===== src/rtl/sna_pkg.sv =====
// sna_pkg: shared definitions for the serial nibble adder.
//   sna_state_t : controller state encoding (IDLE, ADD, DONE)
//   NIB_W       : width of one adder slice (one nibble)
package sna_pkg;

  localparam int NIB_W = 4;

  typedef enum logic [1:0] {
    IDLE = 2'd0,
    ADD  = 2'd1,
    DONE = 2'd2
  } sna_state_t;

endpackage


===== src/rtl/carry_ripple_adder.sv =====
// carry_ripple_adder: 4-bit combinational ripple-carry adder slice.
//   a_i, b_i : nibble operands
//   cin_i    : carry into bit 0
//   sum_o    : nibble sum
//   cout_o   : carry out of bit 3
module carry_ripple_adder
  import sna_pkg::*;
(
  input  logic [NIB_W-1:0] a_i,
  input  logic [NIB_W-1:0] b_i,
  input  logic             cin_i,
  output logic [NIB_W-1:0] sum_o,
  output logic             cout_o
);

  logic [NIB_W:0] carry_s;

  // Full-adder chain, carry rippling from bit 0 upward.
  always_comb begin
    carry_s    = {(NIB_W+1){1'b0}};
    sum_o      = {NIB_W{1'b0}};
    carry_s[0] = cin_i;
    for (int i = 0; i < NIB_W; i++) begin
      sum_o[i]       = a_i[i] ^ b_i[i] ^ carry_s[i];
      carry_s[i + 1] = (a_i[i] & b_i[i]) | (carry_s[i] & (a_i[i] ^ b_i[i]));
    end
    cout_o = carry_s[NIB_W];
  end

endmodule


===== src/rtl/serial_nibble_adder.sv =====
// serial_nibble_adder: WIDTH-bit adder that reuses one 4-bit carry_ripple_adder,
// processing one nibble per cycle (least significant first).
//   clk, rst            : clock, synchronous active-high reset
//   in_valid, in_ready  : operand handshake (a, b, cin [, sub])
//   out_valid, out_ready: result handshake (sum, cout)
// Optional macro SNA_SUB_EN adds the 'sub' port: when latched high the block
// computes a - b (cout = 1 means no borrow) and ignores cin.
module serial_nibble_adder
  import sna_pkg::*;
#(
  parameter int WIDTH = 16
) (
  input  logic             clk,
  input  logic             rst,
  input  logic             in_valid,
  output logic             in_ready,
  input  logic [WIDTH-1:0] a,
  input  logic [WIDTH-1:0] b,
  input  logic             cin,
`ifdef SNA_SUB_EN
  input  logic             sub,
`endif
  output logic             out_valid,
  input  logic             out_ready,
  output logic [WIDTH-1:0] sum,
  output logic             cout
);

  localparam int NIB   = WIDTH / NIB_W;
  localparam int IDX_W = (NIB > 1) ? $clog2(NIB) : 1;

  sna_state_t       state_q;
  logic [IDX_W-1:0] idx_q;
  logic [WIDTH-1:0] a_q;
  logic [WIDTH-1:0] b_q;
  logic             carry_q;
  logic [WIDTH-1:0] sum_q;
  logic [WIDTH-1:0] sum_d;
  logic             cout_q;
  logic             in_ready_q;
  logic             out_valid_q;
`ifdef SNA_SUB_EN
  logic             sub_q;
`endif

  logic [NIB_W-1:0] a_nib_s;
  logic [NIB_W-1:0] b_sel_s;
  logic [NIB_W-1:0] b_nib_s;
  logic [NIB_W-1:0] slice_sum_s;
  logic             slice_cout_s;

  // Select the current nibble of each operand and splice the slice result into the sum.
  always_comb begin
    a_nib_s = {NIB_W{1'b0}};
    b_sel_s = {NIB_W{1'b0}};
    sum_d   = sum_q;
    for (int n = 0; n < NIB; n++) begin
      a_nib_s = (idx_q == IDX_W'(n)) ? a_q[n*NIB_W +: NIB_W] : a_nib_s;
      b_sel_s = (idx_q == IDX_W'(n)) ? b_q[n*NIB_W +: NIB_W] : b_sel_s;
      sum_d[n*NIB_W +: NIB_W] = (idx_q == IDX_W'(n)) ? slice_sum_s : sum_q[n*NIB_W +: NIB_W];
    end
`ifdef SNA_SUB_EN
    // Subtraction is a + ~b + 1; the +1 comes from the carry seeded at accept.
    b_nib_s = sub_q ? ~b_sel_s : b_sel_s;
`else
    b_nib_s = b_sel_s;
`endif
  end

  carry_ripple_adder u_slice (
    .a_i    (a_nib_s),
    .b_i    (b_nib_s),
    .cin_i  (carry_q),
    .sum_o  (slice_sum_s),
    .cout_o (slice_cout_s)
  );

  // Controller, operand latches and result register.
  always_ff @(posedge clk) begin
    if (rst) begin
      state_q     <= IDLE;
      idx_q       <= {IDX_W{1'b0}};
      a_q         <= {WIDTH{1'b0}};
      b_q         <= {WIDTH{1'b0}};
      carry_q     <= 1'b0;
      sum_q       <= {WIDTH{1'b0}};
      cout_q      <= 1'b0;
      in_ready_q  <= 1'b1;
      out_valid_q <= 1'b0;
`ifdef SNA_SUB_EN
      sub_q       <= 1'b0;
`endif
    end else begin
      case (state_q)
        IDLE: begin
          if (in_valid) begin
            a_q        <= a;
            b_q        <= b;
            idx_q      <= {IDX_W{1'b0}};
            in_ready_q <= 1'b0;
            state_q    <= ADD;
`ifdef SNA_SUB_EN
            sub_q      <= sub;
            carry_q    <= sub ? 1'b1 : cin;
`else
            carry_q    <= cin;
`endif
          end
        end
        ADD: begin
          sum_q   <= sum_d;
          carry_q <= slice_cout_s;
          if (idx_q == IDX_W'(NIB - 1)) begin
            cout_q      <= slice_cout_s;
            out_valid_q <= 1'b1;
            state_q     <= DONE;
          end else begin
            idx_q <= idx_q + IDX_W'(1);
          end
        end
        DONE: begin
          if (out_ready) begin
            out_valid_q <= 1'b0;
            in_ready_q  <= 1'b1;
            state_q     <= IDLE;
          end
        end
        default: begin
          // Unreachable encoding: recover to a clean idle state.
          state_q     <= IDLE;
          idx_q       <= {IDX_W{1'b0}};
          carry_q     <= 1'b0;
          in_ready_q  <= 1'b1;
          out_valid_q <= 1'b0;
        end
      endcase
    end
  end

  assign in_ready  = in_ready_q;
  assign out_valid = out_valid_q;
  assign sum       = sum_q;
  assign cout      = cout_q;

endmodule


===== config.mk =====
export PLATFORM = sky130hd
export DESIGN_NAME = serial_nibble_adder
export DESIGN_NICKNAME = d
export VERILOG_FILES = /design/src/rtl/sna_pkg.sv /design/src/rtl/carry_ripple_adder.sv /design/src/rtl/serial_nibble_adder.sv
export SDC_FILE = /design/constraint.sdc
export NUM_CORES = 1
export LEC_CHECK = 0
export CELL_PAD_IN_SITES_DETAIL_PLACEMENT = 2
export CELL_PAD_IN_SITES_GLOBAL_PLACEMENT = 2
export CORE_UTILIZATION = 32
export DETAILED_ROUTE_END_ITERATION = 8
export PLACE_DENSITY = 0.84
export SLEW_MARGIN = 20
export SYNTH_ARGS = -nofsm -noshare
export SYNTH_HDL_FRONTEND = slang
export SYNTH_SLANG_ARGS = --single-unit

===== constraint.sdc =====
create_clock -name clk -period 5.23 [get_ports clk]
set_input_delay 0.523 -clock clk [delete_from_list [all_inputs] [get_ports clk]]
set_output_delay 0.523 -clock clk [all_outputs]
set_load 0.05 [all_outputs]

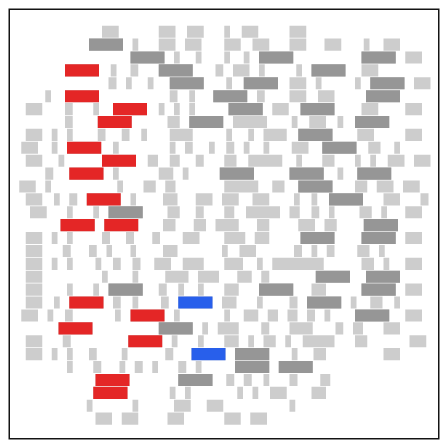
*Sequential cells grouped by signal name*
Other sequential cells in the stronger gray, the rest of the logic in the fainter gray.
idx_q -> blue  # sequential cells 2
b_q -> red  # sequential cells 16
seq pwr: 0.464 mW
area occupied by registers: 0.00112 mm2
fraction of area in registers: 36.2%

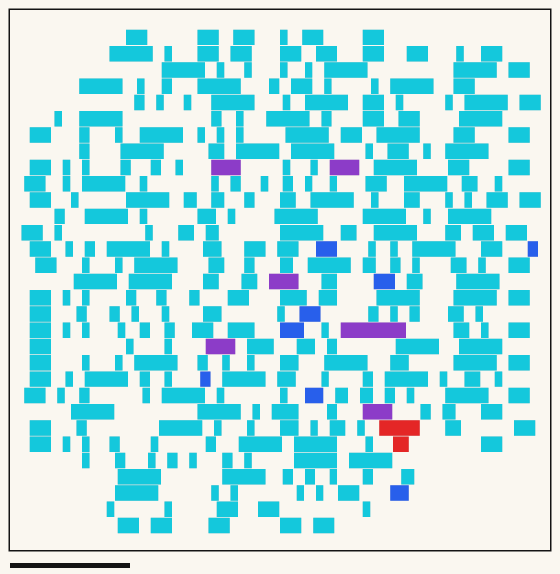
*Cells by drive strength*
Bar = 20 um.
x2 -> blue  # cells 8, most used and3b_2
x1 and smaller -> cyan  # cells 310, most used nand2_1
x6 and larger -> purple  # cells 6, most used clkbuf_8
x3 and x4 -> red  # cells 2

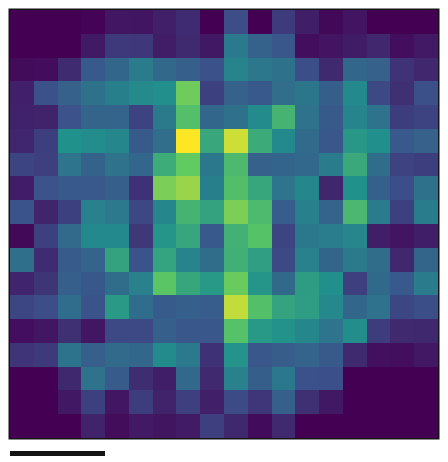
*Wiring heat map*
Bar = 20 um. 18 x 18 tiles, from dark purple (low) to yellow (high), scaled to the fullest tile. Values are wire area over tile area, all layers added.
fullest tile = 0.44
nearly empty tiles = 10%
mean over tiles = 0.13
densest ninth of the die = center
tiles over half the peak = 14%
overall via count from detail_route: 2117
Detailed Route WL: 6660 um

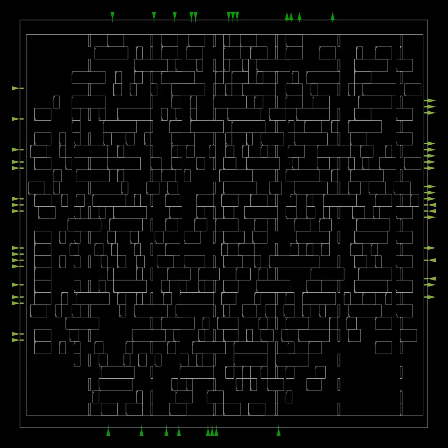
*Placed standard cells*
number of non-filler instances in the completed layout: 425
number of sequential cells: 56
core footprint: 0.00741 mm2

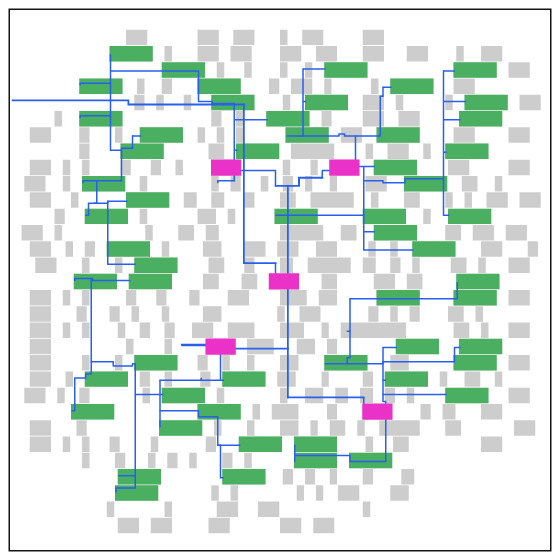
*Clock distribution*
flip-flops -> green  # count 56
clock-net drivers -> magenta  # count 5
clock wires -> blue  # length 669 um
flops lie = all over the die
routed clock nets = 6
Clk. pwr: 0.280 mW
Clk pwr share: 31.3%
clk_skew: 0.00746 ns

[Yosys cell counts (3+ instances only)]
master	n	area, um2
fa_1	4	80.1
buf_2	4	20.0
nand2_1	69	259
buf_6	10	113
a21oi_1	39	195
a221oi_1	4	35.0
a221o_1	4	40.0
dfxtp_1	56	1120
nor2b_1	6	37.5
and3b_2	3	30.0
nor2_1	22	82.6
inv_1	9	33.8
a22oi_1	4	30.0
a211oi_1	8	60.1
mux2i_1	9	90.1
o31ai_1	4	30.0
clkbuf_1	7	26.3
ha_1	4	50.1
[cell type report]
cell class	instances	area, um2
fillers	839	4310
repair buffers	56	553
well taps	99	124
flip-flops and latches	56	1120
clock inverters	2	35.0
clock buffers	6	72.6
inverters	9	33.8
multi-input cells	197	1160
==> impl_metrics.csv <==
group,metric,value,unit
outcome,run_status,"finished clean",
logic_synthesis,edf_count,0,
critical_path,worst-endpoint-arrival,3.79,ns
placement,postPlaceCellArea,0.00299,mm2
timing,rsz0062_at_grt,"no",
global_routing,grt.met2_usage,31.9,%
global_routing,grt_max_degree,57,
timing,timing.hold.ws,0.463,ns
critical_path,critical_path.cell_chain,"inv_1 -> ha_1 -> nor2b_1 -> a221o_1 -> a22oi_1 -> fa_1 -> fa_1 -> inv_1 -> fa_1 -> fa_1 -> mux2i_1 -> nor2_1",
logic_synthesis,ys_async_sr_fraction,0,%
critical_path,reg2reg_setup_slack,1.61,ns
die,chipWidth,90.3,um
cts,cts_root_buf,"clkbuf_8",
critical_path,setup.worst_path.end,"sum[7]",
power_and_ir_drop,power,0.894,mW
critical_path,slowest_cell_on_crit_path,"nor2b_1",
critical_path,path_max_fanout,10,
flow_run,cap_viol_max_count,0,
logic_synthesis,yosys_warnings,0,
critical_path,worstReg2RegEnd,"sum[7]",
logic_synthesis,xor_share,0.351,%
route,met3_length,223,um
logic_synthesis,aoi_share,17.5,%
critical_path,crit_buf_inv,2,
route,drt.antenna.violating_nets,0,
critical_path,reg2reg_depth,12,
critical_path,critical-path-top-delay-family,"adder cells",
die,fp_util,33.6,%
cts,tritoncts.num_buffers,5,
No activity file was given, so power comes from the tool's default toggle rates.
